**config.mk**
```make
export PLATFORM = sky130hd
export DESIGN_NAME = uart_frame_sched
export DESIGN_NICKNAME = d
export VERILOG_FILES = /design/src/rtl/uart_frame_sched_pkg.sv /design/src/rtl/frame_crc8.sv /design/src/rtl/uart_frame_sched.sv
export SDC_FILE = /design/constraint.sdc
export NUM_CORES = 1
export LEC_CHECK = 0
export ABC_AREA = 1
export CORE_UTILIZATION = 28
export CTS_CLUSTER_DIAMETER = 100
export CTS_CLUSTER_SIZE = 16
export DETAILED_ROUTE_END_ITERATION = 8
export HOLD_SLACK_MARGIN = 0.06
export SETUP_SLACK_MARGIN = 0.5
export SLEW_MARGIN = 25
export SYNTH_ARGS = -nofsm -noshare
export SYNTH_HDL_FRONTEND = slang
export SYNTH_SLANG_ARGS = --single-unit
```
**constraint.sdc**
```tcl
create_clock -name clk -period 1.58 [get_ports clk]
set_input_delay 0.237 -clock clk [delete_from_list [all_inputs] [get_ports clk]]
set_output_delay 0.237 -clock clk [all_outputs]
set_load 0.02 [all_outputs]
```
**src/rtl/uart_frame_sched_pkg.sv**
```systemverilog
// Shared types and constants for the UART frame scheduler.
package uart_frame_sched_pkg;

  typedef enum logic [2:0] {
    IDLE,
    SEND,
    WAIT_HI,
    WAIT_LO,
    DONE
  } state_e;

  localparam int         FRAME_LEN   = 4;
  localparam logic [7:0] CRC_POLY    = 8'h07;
  localparam logic [7:0] SOF_DEFAULT = 8'h7E;

  // One full byte of CRC-8, MSB first, no reflection.
  function automatic logic [7:0] crc8_step(input logic [7:0] crc, input logic [7:0] data);
    logic [7:0] c;
    c = crc ^ data;
    for (int i = 0; i < 8; i++) begin
      c = c[7] ? ((c << 1) ^ CRC_POLY) : (c << 1);
    end
    return c;
  endfunction

endpackage

```
**src/rtl/frame_crc8.sv**
```systemverilog
// Registered CRC-8 accumulator: clear has priority over update, one byte per cycle.
module frame_crc8
  import uart_frame_sched_pkg::*;
(
  input  logic       clk,
  input  logic       reset,
  input  logic       clear,
  input  logic       update,
  input  logic [7:0] data_in,
  output logic [7:0] crc
);

  logic [7:0] crc_d, crc_q;

  always_comb begin
    crc_d = crc_q;
    if (clear) begin
      crc_d = '0;
    end else if (update) begin
      crc_d = crc8_step(crc_q, data_in);
    end
  end

  always_ff @(posedge clk or posedge reset) begin
    if (reset) begin
      crc_q <= '0;
    end else begin
      crc_q <= crc_d;
    end
  end

  assign crc = crc_q;

endmodule

```
**src/rtl/uart_frame_sched.sv**
```systemverilog
// Round-robin scheduler that wraps one requester byte per frame (SOF, header, payload, CRC8) for uart_tx.
// Optional watchdog on the tx_busy handshake is enabled by defining UART_SCHED_TIMEOUT_EN.
module uart_frame_sched
  import uart_frame_sched_pkg::*;
#(
  parameter logic [7:0] SOF_BYTE       = SOF_DEFAULT,
  parameter int         TIMEOUT_CYCLES = 1_000_000
) (
  input  logic       clk,
  input  logic       reset,
  input  logic [1:0] req,
  input  logic [7:0] req_data0,
  input  logic [7:0] req_data1,
  output logic [1:0] gnt,
  input  logic       tx_busy,
  output logic       tx_start,
  output logic [7:0] tx_data,
  output logic       busy,
  output logic       frame_done,
  output logic       frame_src,
  output logic       frame_err
);

  localparam logic [1:0] LAST_IDX = 2'(FRAME_LEN - 1);

  state_e     state_d, state_q;
  logic [1:0] byte_idx_d, byte_idx_q;
  logic       last_d, last_q;
  logic [7:0] payload_d, payload_q;
  logic       src_d, src_q;
  logic [1:0] gnt_d, gnt_q;
  logic       tx_start_d, tx_start_q;
  logic [7:0] tx_data_d, tx_data_q;
  logic       busy_d, busy_q;
  logic       frame_done_d, frame_done_q;
  logic       frame_err_d, frame_err_q;

  logic       crc_clear, crc_update;
  logic [7:0] crc_val;
  logic [7:0] cur_byte;
  logic       arb_win;
  logic       timeout_hit;

  frame_crc8 u_crc (
    .clk     (clk),
    .reset   (reset),
    .clear   (crc_clear),
    .update  (crc_update),
    .data_in (cur_byte),
    .crc     (crc_val)
  );

`ifdef UART_SCHED_TIMEOUT_EN
  localparam logic [31:0] TO_LAST = 32'(TIMEOUT_CYCLES - 1);
  logic [31:0] to_cnt_d, to_cnt_q;
  logic        in_wait;

  // Counter restarts every time a byte is launched, so the limit is per byte.
  assign in_wait = (state_q == WAIT_HI) || (state_q == WAIT_LO);
  always_comb begin
    to_cnt_d = '0;
    if (in_wait) begin
      to_cnt_d = to_cnt_q + 32'd1;
    end
  end

  always_ff @(posedge clk or posedge reset) begin
    if (reset) begin
      to_cnt_q <= '0;
    end else begin
      to_cnt_q <= to_cnt_d;
    end
  end

  assign timeout_hit = in_wait && (to_cnt_q == TO_LAST);
`else
  logic unused_timeout;
  assign unused_timeout = ^TIMEOUT_CYCLES;
  assign timeout_hit    = 1'b0;
`endif

  // With both requesting, the one not served last wins; otherwise the single requester.
  assign arb_win = (req == 2'b11) ? ~last_q : req[1];

  always_comb begin
    case (byte_idx_q)
      2'd0:    cur_byte = SOF_BYTE;
      2'd1:    cur_byte = {7'b0, src_q};
      2'd2:    cur_byte = payload_q;
      default: cur_byte = crc_val;
    endcase
  end

  always_comb begin
    state_d      = state_q;
    byte_idx_d   = byte_idx_q;
    last_d       = last_q;
    payload_d    = payload_q;
    src_d        = src_q;
    gnt_d        = 2'b00;
    tx_start_d   = 1'b0;
    tx_data_d    = tx_data_q;
    frame_done_d = 1'b0;
    frame_err_d  = 1'b0;
    crc_clear    = 1'b0;
    crc_update   = 1'b0;

    case (state_q)
      IDLE: begin
        if (req != 2'b00) begin
          gnt_d      = arb_win ? 2'b10 : 2'b01;
          src_d      = arb_win;
          payload_d  = arb_win ? req_data1 : req_data0;
          crc_clear  = 1'b1;
          byte_idx_d = 2'd0;
          state_d    = SEND;
        end
      end
      SEND: begin
        if (!tx_busy) begin
          tx_start_d = 1'b1;
          tx_data_d  = cur_byte;
          crc_update = (byte_idx_q == 2'd1) || (byte_idx_q == 2'd2);
          state_d    = WAIT_HI;
        end
      end
      WAIT_HI: begin
        if (timeout_hit) begin
          frame_err_d = 1'b1;
          last_d      = src_q;
          state_d     = IDLE;
        end else if (tx_busy) begin
          state_d = WAIT_LO;
        end
      end
      WAIT_LO: begin
        if (timeout_hit) begin
          frame_err_d = 1'b1;
          last_d      = src_q;
          state_d     = IDLE;
        end else if (!tx_busy) begin
          if (byte_idx_q == LAST_IDX) begin
            state_d = DONE;
          end else begin
            byte_idx_d = byte_idx_q + 2'd1;
            state_d    = SEND;
          end
        end
      end
      DONE: begin
        frame_done_d = 1'b1;
        last_d       = src_q;
        state_d      = IDLE;
      end
      default: state_d = IDLE;
    endcase

    busy_d = (state_d != IDLE);
  end

  always_ff @(posedge clk or posedge reset) begin
    if (reset) begin
      state_q      <= IDLE;
      byte_idx_q   <= 2'd0;
      last_q       <= 1'b1;
      payload_q    <= '0;
      src_q        <= 1'b0;
      gnt_q        <= 2'b00;
      tx_start_q   <= 1'b0;
      tx_data_q    <= '0;
      busy_q       <= 1'b0;
      frame_done_q <= 1'b0;
      frame_err_q  <= 1'b0;
    end else begin
      state_q      <= state_d;
      byte_idx_q   <= byte_idx_d;
      last_q       <= last_d;
      payload_q    <= payload_d;
      src_q        <= src_d;
      gnt_q        <= gnt_d;
      tx_start_q   <= tx_start_d;
      tx_data_q    <= tx_data_d;
      busy_q       <= busy_d;
      frame_done_q <= frame_done_d;
      frame_err_q  <= frame_err_d;
    end
  end

  assign gnt        = gnt_q;
  assign tx_start   = tx_start_q;
  assign tx_data    = tx_data_q;
  assign busy       = busy_q;
  assign frame_done = frame_done_q;
  assign frame_src  = src_q;
  assign frame_err  = frame_err_q;

endmodule

```
**Metal layers overlaid**

The bar under the picture is 20 um long. Two of the layers only.
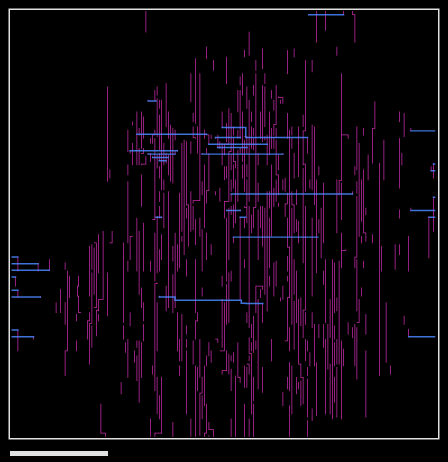
| layer | color | wire length |
|---|---|---|
| met3 | blue | 216 um |
| met2 | magenta | 2760 um |
via count: 2050
total length of routed wires: 5.57 mm

**Clock wiring as the flow saved it**

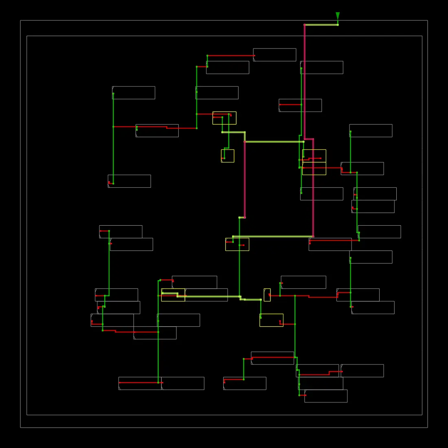
power drawn by the clock network: 0.689 mW
count of sequential standard cells: 36
clock latency reported for the late side of the worst-skew pair: 290 ps

==> cells in the final DEF, fill, tap and decap left out, drive strengths merged, types with 7 or more instances in the layout <==
cell	n
buf	61
inv	31
nor2	21
nand3	28
clkbuf	7
o21ai	34
dfrtp	35
nand2	87
clkdlybuf4s50	20
==> what timing repair did <==
item,CTS,global route
setup buffers,6,17
cloned,1,0
gates resized,102,80
setup endpoints to repair,48,43
pin swaps,11,24
==> cell type report <==
| cell class | instances | area [sq um] |
|---|---|---|
| flip-flops and latches | 36 | 905 |
| inverters | 33 | 150 |
| well taps | 96 | 120 |
| clock inverters | 1 | 7.51 |
| clock buffers | 7 | 86.3 |
| repair buffers | 81 | 732 |
| repair inverters | 1 | 7.51 |
| fillers | 648 | 3580 |
| multi-input cells | 197 | 1360 |
==> results.json <==
{
  "p_int_mw": 4.07,
  "maximum_number_of_pins_on_one_net_before_global_route_repair": 37,
  "ff2ff_setup_slack_ps": -190,
  "setup_viol": 8,
  "r2r_start": "byte_idx_q[0]",
  "n_antenna_cell": 0,
  "p_clk_share_pct": 8.9,
  "final-hold-violation-count": 0,
  "count_of_warning_messages_emitted_by_the_tools": 32,
  "timing.critical_path.max_delay_family": "simple AND/OR/NAND/NOR gates",
  "gp_congestion": 0.885,
  "setup_total_negative_slack_ps": -1240,
  "chip_area_sq_um": 7680,
  "synth.comb.largest_family": "simple AND/OR/NAND/NOR gates",
  "min_period_over_period_pct": 112,
  "yosys_register_bits": 36,
  "initial_antenna_violation_count": 0,
  "hold_buffer_count_at_cts": 0,
  "synth-main-ff-cell": "sky130_fd_sc_hd__dfrtp_1",
  "die_w_um": 87.7,
  "ioPinCount": 36,
  "worst_path_max_delay_cell": "sky130_fd_sc_hd__dfrtp_2",
  "clock_tree.buffer_depth": 2,
  "global_route.usage.met3_pct": 2.36,
  "xor_xnor_area_share_pct": 0.426,
  "yosys_aoi_share_pct": 11.8,
  "clock_sink_count": 36,
  "post_layout_nonfiller_instances": 452,
  "critical-path-max-stage-delay_ps": 460,
  "antenna_violating_nets_left": 0,
  "synth-area-yosys_sq_um": 2050,
  "simple_gate_share_pct": 32.9,
  "grt-busiest-layer": "met2",
  "met3_wirelength_um": 215,
  "num-nets-final": 380,
  "p_leak_nw": 1.56,
  "yosys.cell_types.count": 32,
  "highest-signal-layer": "met4",
  "path_cells": "inv_4 -> ha_4 -> nand2_4 -> nor2_4 -> nand2_4 -> nand2_4 -> nand3_4 -> nand2_4 -> inv_1 -> nand3_1 -> nand3_1 -> o21ai_1",
  "area_leaders": "sky130_fd_sc_hd__dfrtp_1 (43%), sky130_fd_sc_hd__nand2_1 (14%), sky130_fd_sc_hd__o21ai_0 (7.1%), sky130_fd_sc_hd__nand3_1 (6.1%), sky130_fd_sc_hd__inv_1 (4.8%)",
  "power.largest_group": "combinational cells",
  "crit_buf_inv": 2,
  "clock-skew-final_ps": 4.12,
  "placed_inst_area_sq_um": 2730,
  "required_ps": 1790,
  "core_util_floorplan_pct": 29.6,
  "syn-instance-count": 272,
  "peakVddDrop_v": 0.000743,
  "synth.yosys.num_cells": 272,
  "cts-root-buf": "sky130_fd_sc_hd__clkbuf_8",
  "crit_end_element": "flip-flop",
  "routed_wire_length_per_instance_um": 12.3,
  "failing_checks": "setup timing",
  "route.layer.met1.wl_mm": 2.51,
  "detail_route.vias_per_cell": 4.54,
  "synth_top_area_share_pct": 42.6,
  "cellPowerDensity_nw_per_um2": 2310,
  "timing.critical_path.to": "u_crc.crc[3]",
  "firstDrtPassIters": 4,
  "seq_cell_power_mw": 1.59,
  "yosys.stat.seqShare_pct": 43.9,
  "avg_synthesized_cell_area_sq_um": 7.55,
  "slew_violations": 0,
  "power.combinational.total_mw": 5.50,
  "worstRegToRegCells": 12,
  "grt_usage_pct": 15.6,
  "wl_met2_mm": 2.76,
  "fraction_of_synthesized_area_in_multiplexers_pct": 0,
  "globalRouteMet2Util_pct": 25.9,
  "core_region_area_sq_um": 6940,
  "outcome": "complete, but fails checks",
  "start_kind": "flip-flop",
  "tritoncts": "done",
  "switching_share_pct": 47.6,
  "dr.first_iter.drc_count": 99,
  "postLayoutCoreUtil_pct": 48.5,
  "crit_cells": 12,
  "rsz_0062_raised_after_global_routing": "yes",
  "postSynthNetCount": 297,
  "postLayoutSetupSlackWorst_ps": -186
}
Power and IR drop assume default switching activity.
